[src/rtl/div_operand_sequencer.sv]
// div_operand_sequencer: request FIFO and operand sequencer in front of a
// restoring divider. Buffers dividend/divisor pairs, presents one pair at a
// time to the divider, holds it for DIV_LATENCY cycles, captures the result
// and returns it over a valid/ready interface. A zero divisor is answered
// locally with quotient = all ones and remainder = dividend.
//
// Optional build macro: DIV_RESULT_CHECK_EN
//   defined   - captured divider results are checked (q*d + r == dividend,
//               r < d) and out_err reports a mismatch.
//   undefined - no checker; out_err is constant 0.

module div_operand_sequencer #(
    parameter int WIDTH       = 8,
    parameter int DEPTH       = 4,
    parameter int DIV_LATENCY = 2
) (
    input  logic                       clk,
    input  logic                       rst,
    input  logic                       in_valid,
    output logic                       in_ready,
    input  logic [WIDTH-1:0]           in_dividend,
    input  logic [WIDTH-1:0]           in_divisor,
    output logic [WIDTH-1:0]           div_dividend,
    output logic [WIDTH-1:0]           div_divisor,
    input  logic [WIDTH-1:0]           div_quotient,
    input  logic [WIDTH-1:0]           div_remainder,
    output logic                       out_valid,
    input  logic                       out_ready,
    output logic [WIDTH-1:0]           out_quotient,
    output logic [WIDTH-1:0]           out_remainder,
    output logic                       out_div_zero,
    output logic                       out_err,
    output logic [$clog2(DEPTH+1)-1:0] fifo_count,
    output logic                       busy
);

    localparam int PTR_W  = $clog2(DEPTH);
    localparam int CNT_W  = $clog2(DEPTH + 1);
    localparam int WCNT_W = (DIV_LATENCY > 1) ? $clog2(DIV_LATENCY) : 1;

    localparam logic [CNT_W-1:0]  FULL_COUNT = CNT_W'(DEPTH);
    localparam logic [WCNT_W-1:0] WAIT_LOAD  = WCNT_W'(DIV_LATENCY - 1);

    typedef enum logic [1:0] {
        S_IDLE,
        S_WAIT,
        S_HOLD
    } state_e;

    state_e state_q, state_d;

    // FIFO storage and bookkeeping
    logic [WIDTH-1:0] mem_dividend_q [DEPTH];
    logic [WIDTH-1:0] mem_dividend_d [DEPTH];
    logic [WIDTH-1:0] mem_divisor_q  [DEPTH];
    logic [WIDTH-1:0] mem_divisor_d  [DEPTH];
    logic [PTR_W-1:0] wr_ptr_q, wr_ptr_d;
    logic [PTR_W-1:0] rd_ptr_q, rd_ptr_d;
    logic [CNT_W-1:0] count_q, count_d;

    // Sequencer datapath registers
    logic [WCNT_W-1:0] wait_cnt_q, wait_cnt_d;
    logic [WIDTH-1:0]  div_dividend_q, div_dividend_d;
    logic [WIDTH-1:0]  div_divisor_q, div_divisor_d;
    logic [WIDTH-1:0]  out_quotient_q, out_quotient_d;
    logic [WIDTH-1:0]  out_remainder_q, out_remainder_d;
    logic              out_div_zero_q, out_div_zero_d;
    logic              out_valid_q, out_valid_d;

    // FSM decoded controls
    logic push;
    logic pop;
    logic load_div;
    logic load_zero;
    logic wait_done;
    logic handshake;

    logic [WIDTH-1:0] head_dividend;
    logic [WIDTH-1:0] head_divisor;

    assign in_ready      = (count_q != FULL_COUNT);
    assign push          = in_valid && in_ready;
    assign head_dividend = mem_dividend_q[rd_ptr_q];
    assign head_divisor  = mem_divisor_q[rd_ptr_q];

    assign div_dividend  = div_dividend_q;
    assign div_divisor   = div_divisor_q;
    assign out_quotient  = out_quotient_q;
    assign out_remainder = out_remainder_q;
    assign out_div_zero  = out_div_zero_q;
    assign out_valid     = out_valid_q;
    assign fifo_count    = count_q;
    assign busy          = (state_q != S_IDLE);

    // FSM state register
    always_ff @(posedge clk) begin
        if (rst) begin
            state_q <= S_IDLE;
        end else begin
            state_q <= state_d;
        end
    end

    // FSM next-state logic
    always_comb begin
        state_d = state_q;
        case (state_q)
            S_IDLE: begin
                if (load_div) begin
                    state_d = S_WAIT;
                end else if (load_zero) begin
                    state_d = S_HOLD;
                end
            end
            S_WAIT: begin
                if (wait_done) begin
                    state_d = S_HOLD;
                end
            end
            S_HOLD: begin
                if (handshake) begin
                    state_d = S_IDLE;
                end
            end
            default: state_d = S_IDLE;
        endcase
    end

    // FSM output decode: pop/load/capture/handshake strobes
    always_comb begin
        pop       = 1'b0;
        load_div  = 1'b0;
        load_zero = 1'b0;
        wait_done = 1'b0;
        handshake = 1'b0;
        case (state_q)
            S_IDLE: begin
                if (count_q != '0) begin
                    pop = 1'b1;
                    if (head_divisor != '0) begin
                        load_div = 1'b1;
                    end else begin
                        load_zero = 1'b1;
                    end
                end
            end
            S_WAIT: begin
                wait_done = (wait_cnt_q == '0);
            end
            S_HOLD: begin
                handshake = out_valid_q && out_ready;
            end
            default: ;
        endcase
    end

    // FIFO next-state: write on push, advance pointers, track occupancy
    always_comb begin
        mem_dividend_d = mem_dividend_q;
        mem_divisor_d  = mem_divisor_q;
        wr_ptr_d       = wr_ptr_q;
        rd_ptr_d       = rd_ptr_q;
        count_d        = count_q;
        if (push) begin
            mem_dividend_d[wr_ptr_q] = in_dividend;
            mem_divisor_d[wr_ptr_q]  = in_divisor;
            wr_ptr_d                 = wr_ptr_q + PTR_W'(1);
        end
        if (pop) begin
            rd_ptr_d = rd_ptr_q + PTR_W'(1);
        end
        case ({push, pop})
            2'b10:   count_d = count_q + CNT_W'(1);
            2'b01:   count_d = count_q - CNT_W'(1);
            default: count_d = count_q;
        endcase
    end

    // Operand/result datapath next-state.
    // out_valid is registered from the HOLD state, so it rises one cycle
    // after HOLD entry and drops the cycle after the handshake.
    always_comb begin
        wait_cnt_d      = wait_cnt_q;
        div_dividend_d  = div_dividend_q;
        div_divisor_d   = div_divisor_q;
        out_quotient_d  = out_quotient_q;
        out_remainder_d = out_remainder_q;
        out_div_zero_d  = out_div_zero_q;
        out_valid_d     = (state_q == S_HOLD) && !handshake;

        if (load_div) begin
            div_dividend_d = head_dividend;
            div_divisor_d  = head_divisor;
            wait_cnt_d     = WAIT_LOAD;
        end else if (state_q == S_WAIT && !wait_done) begin
            wait_cnt_d = wait_cnt_q - WCNT_W'(1);
        end

        if (load_zero) begin
            out_quotient_d  = '1;
            out_remainder_d = head_dividend;
            out_div_zero_d  = 1'b1;
        end else if (wait_done) begin
            out_quotient_d  = div_quotient;
            out_remainder_d = div_remainder;
            out_div_zero_d  = 1'b0;
        end
    end

    // FIFO data storage; contents are only meaningful behind the pointers
    always_ff @(posedge clk) begin
        mem_dividend_q <= mem_dividend_d;
        mem_divisor_q  <= mem_divisor_d;
    end

    // Control and datapath registers with synchronous reset
    always_ff @(posedge clk) begin
        if (rst) begin
            wr_ptr_q        <= '0;
            rd_ptr_q        <= '0;
            count_q         <= '0;
            wait_cnt_q      <= '0;
            div_dividend_q  <= '0;
            div_divisor_q   <= '0;
            out_quotient_q  <= '0;
            out_remainder_q <= '0;
            out_div_zero_q  <= 1'b0;
            out_valid_q     <= 1'b0;
        end else begin
            wr_ptr_q        <= wr_ptr_d;
            rd_ptr_q        <= rd_ptr_d;
            count_q         <= count_d;
            wait_cnt_q      <= wait_cnt_d;
            div_dividend_q  <= div_dividend_d;
            div_divisor_q   <= div_divisor_d;
            out_quotient_q  <= out_quotient_d;
            out_remainder_q <= out_remainder_d;
            out_div_zero_q  <= out_div_zero_d;
            out_valid_q     <= out_valid_d;
        end
    end

`ifdef DIV_RESULT_CHECK_EN
    logic [2*WIDTH-1:0] chk_sum;
    logic               chk_err;
    logic               out_err_q, out_err_d;

    // Consistency check of the divider result against the held operands
    always_comb begin
        chk_sum = ({{WIDTH{1'b0}}, div_quotient} * {{WIDTH{1'b0}}, div_divisor_q})
                + {{WIDTH{1'b0}}, div_remainder};
        chk_err = (chk_sum != {{WIDTH{1'b0}}, div_dividend_q})
               || (div_remainder >= div_divisor_q);
    end

    // Error flag travels with the captured result, cleared on handshake
    always_comb begin
        out_err_d = out_err_q;
        if (load_zero || handshake) begin
            out_err_d = 1'b0;
        end else if (wait_done) begin
            out_err_d = chk_err;
        end
    end

    // Error flag register
    always_ff @(posedge clk) begin
        if (rst) begin
            out_err_q <= 1'b0;
        end else begin
            out_err_q <= out_err_d;
        end
    end

    assign out_err = out_err_q;
`else
    assign out_err = 1'b0;
`endif

endmodule
[config.mk]
export PLATFORM = sky130hd
export DESIGN_NAME = div_operand_sequencer
export DESIGN_NICKNAME = d
export VERILOG_FILES = /design/src/rtl/div_operand_sequencer.sv
export SDC_FILE = /design/constraint.sdc
export NUM_CORES = 1
export LEC_CHECK = 0
export CORE_ASPECT_RATIO = 1.75
export CORE_UTILIZATION = 52
export CTS_BUF_LIST = sky130_fd_sc_hd__clkbuf_16
export DETAILED_ROUTE_END_ITERATION = 16
export MAX_ROUTING_LAYER = met4
export PLACE_DENSITY = 0.79
export SETUP_SLACK_MARGIN = 0.2
export SLEW_MARGIN = 40
export SYNTH_ARGS = -nofsm -noshare
export SYNTH_HDL_FRONTEND = slang
export SYNTH_SLANG_ARGS = --single-unit
export TNS_END_PERCENT = 1
[constraint.sdc]
create_clock -name clk -period 2.6 [get_ports clk]
set_input_delay 0.52 -clock clk [delete_from_list [all_inputs] [get_ports clk]]
set_output_delay 0.52 -clock clk [all_outputs]
set_load 0.005 [all_outputs]
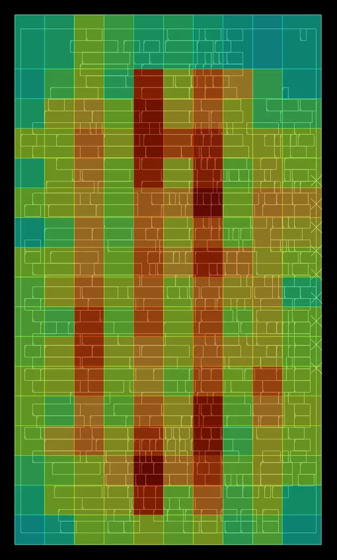
(congestion heat map)
WL per Instance: 16.69 microns
met2 track demand over resource: 0.3666
grt met3 use: 0.03097
met1 global-route usage: 0.2183

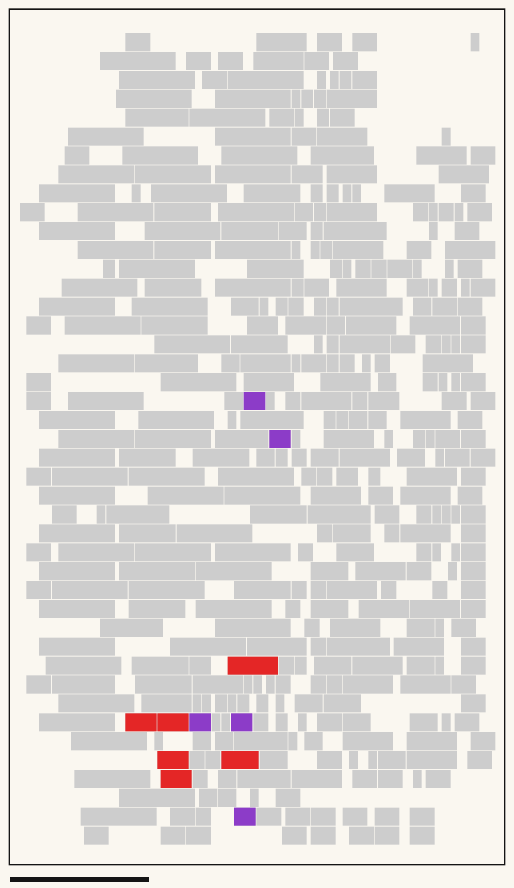
(gate families picked out)
Bar = 20 microns.
legend:
  adder and majority cells:
    color: red
    cells: 6
    most_used: ha_1
  XOR/XNOR gates:
    color: purple
    cells: 5
    most_used: xor2_1
    where: bottom center

==> impl_metrics.env <==
# yosys + openroad results
export IMPL_outcome="complete, but fails checks"
export IMPL_violations="design-rule violations"
export IMPL_setup_violations_final=0
export IMPL_synth_most_common_cell="edfxtp_1"
export IMPL_yosys_area_sq_um=4347
export IMPL_synth_flops=108
export IMPL_synth_edff_count=64
export IMPL_clk_latency_ps=350
export IMPL_htree_num_levels=3
export IMPL_p_total_mw=5.575
export IMPL_grt_pass1_vias=2711
export IMPL_yosys_top_cells_area="edfxtp_1 44%, dfxtp_1 20%, mux4_2 7.3%"
export IMPL_p_per_area_nw_per_um2=1001
export IMPL_clk_pin_slew_ps=70
export IMPL_fmax_ghz=0.4183
export IMPL_common_cells="64 x edfxtp_1, 44 x dfxtp_1, 35 x nand2_1"
export IMPL_syn_avg_cell_area_sq_um=14.30
export IMPL_ant_nets=0
export IMPL_num_io_pins=76
export IMPL_clkSinkCount=108
export IMPL_final_util=0.6949
export IMPL_die_h_microns=122.9
export IMPL_synth_cells=304
export IMPL_cp_start_kind="flop"
export IMPL_whs_ps=455.4
export IMPL_cts_path_max_buffers=2
export IMPL_grt_pass1_wl_mm=12.97
export IMPL_cp_arrival_ps=2620
export IMPL_dieWidth_microns=71.11
export IMPL_max_slew_worst_pin_slew_ps=671.5
export IMPL_top_area_cell="edfxtp_1"
export IMPL_async_reset_ff_frac=0
export IMPL_gp_congestion=0.7861
export IMPL_grt_max_degree=35
export IMPL_setup_tns_ps=0
export IMPL_grt_overflow_total=0
export IMPL_syn_area_sq_um=4347
export IMPL_critical_path_class="flop to flop"
export IMPL_maxCapViolCount=0
export IMPL_rsz0062_at_grt="true"
export IMPL_fin_crit_sh=0.9194
export IMPL_antenna_found_initial=0
export IMPL_diodes=0
export IMPL_critPathMaxFanout=9
export IMPL_nets=431
export IMPL_fin_worst_skew_ps=5.805
export IMPL_drt_iter0_markers=197
export IMPL_viasPerCell=5.428
export IMPL_dieArea_sq_um=8743
export IMPL_drc=9
export IMPL_synth_stat_cells=304
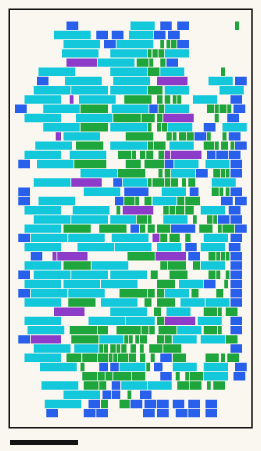
(cells colored by class)
Bar = 20 microns.
legend:
  all other logic:
    color: green
    cells: 181
  other buffers and delay cells:
    color: blue
    cells: 89
  flops:
    color: cyan
    cells: 108
  clock drivers and dummy loads:
    color: purple
    cells: 16

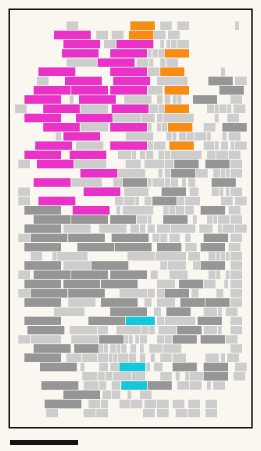
(register map, names as in the netlist)
Bar = 20 microns.
legend:
  fifo_count:
    color: cyan
    flops: 3
  div_divisor:
    color: orange
    flops: 8
  mem_divisor_q:
    color: magenta
    flops: 32
not colored: 65
sequential portion of the cell area: 0.5045
P_seq: 2.31 mW
FF/Latch Area: 2810 sq um

per-layer routing:
layer / wire [microns] / share of wire
met4: 267 / 0.033
met3: 330 / 0.041
met2: 4400 / 0.54
met1: 3078 / 0.38
met5: 0 / 0
final timing paths:
path	startpoint	endpoint	slack (ps)	cells past startpoint
worst max register to register	rd_ptr_q[0]	div_dividend[4]	210	6
worst min register to register	out_div_zero	out_div_zero	460	2
worst max-delay path	rd_ptr_q[0]	div_dividend[4]	210	6
worst min-delay path	out_div_zero	out_div_zero	460	2
kinds of logic (layout without fill, tap and decap cells):
group,Yosys count,after routing,share of synthesized area
other,1,1,0.0008627
multiplexers,40,40,0.1491
buffers and inverters,24,114,0.02792
AND-OR/OR-AND,28,28,0.03944
XOR/XNOR,5,5,0.01008
flip-flops,108,108,0.6448
AND/OR/NAND/NOR,92,92,0.1088
adder cells (fa/ha/maj),6,6,0.01900
area by class of cell:
cell class,instances,area [sq um],share of cell area
repair buffers,89,878.3,0.1577
inverters,9,36.28,0.006514
clock inverters,5,23.77,0.004268
multi-input cells,172,1434,0.2574
well taps,90,112.6,0.02022
flip-flops and latches,108,2810,0.5045
clock buffers,11,275.3,0.04942
power by group:
part           switching [mW]  internal (mW)  leakage (nW)
sequential              0.181           2.13         0.948
combinational           0.850           1.09         0.872
clock                   0.566          0.756         0.158
sequential cells by signal (all words and copies together), names as in the netlist:
signal,count
wait_cnt_q,1
out_div_zero,1
fifo_count,3
wr_ptr_q,2
rd_ptr_q,2
out_remainder,8
div_dividend,8
div_divisor,8
out_quotient,8
state_q,2
mem_divisor_q,32
mem_dividend_q,32
out_valid,1
stage by stage:
stage | setup WS (ps) | instance area, sq um | instances
5_1_grt | 143.1 | 5570 | 484
6_report | 209.6 | 5570 | 484
3_5_place_dp | 41.76 | 5213 | 464
4_1_cts | 186.5 | 5547 | 483
2_1_floorplan | 278.7 | 4347 | 304
3_3_place_gp | 91.46 | 5213 | 464
repair_timing:
action                                  CTS  global route
endpoints found under the setup margin   12             7
resized                                   3             8
cloned                                    0             0
pin swaps                                 1             1
setup buffers                             3             1
placed cells by master, fill, tap and decap left out, types with 3 or more instances in the layout:
cell / Yosys / layout
clkdlybuf4s50_1: 0 / 74
mux4_2: 14 / 15
and2_1: 8 / 7
clkbuf_16: 0 / 11
xor2_1: 3 / 3
a21oi_1: 7 / 7
mux2_2: 8 / 8
edfxtp_1: 64 / 64
inv_1: 8 / 10
dfxtp_2: 0 / 3
nor2b_1: 8 / 8
a31oi_1: 8 / 8
o21ai_0: 9 / 9
nand2_1: 35 / 35
mux2_4: 6 / 6
and3_1: 5 / 5
nor2_1: 14 / 13
nand3_1: 8 / 8
dfxtp_1: 44 / 40
mux2i_1: 10 / 10
buf_4: 1 / 13
ha_1: 5 / 4
worst max-delay path, stage by stage (launching register included):
cell and delay, ps:
dfxtp_2 350, buf_12 140, mux4_2 540, or4_4 580, o21ai_4 220, buf_12 150, mux2_4 290
Power is estimated from default activity; no workload was simulated.
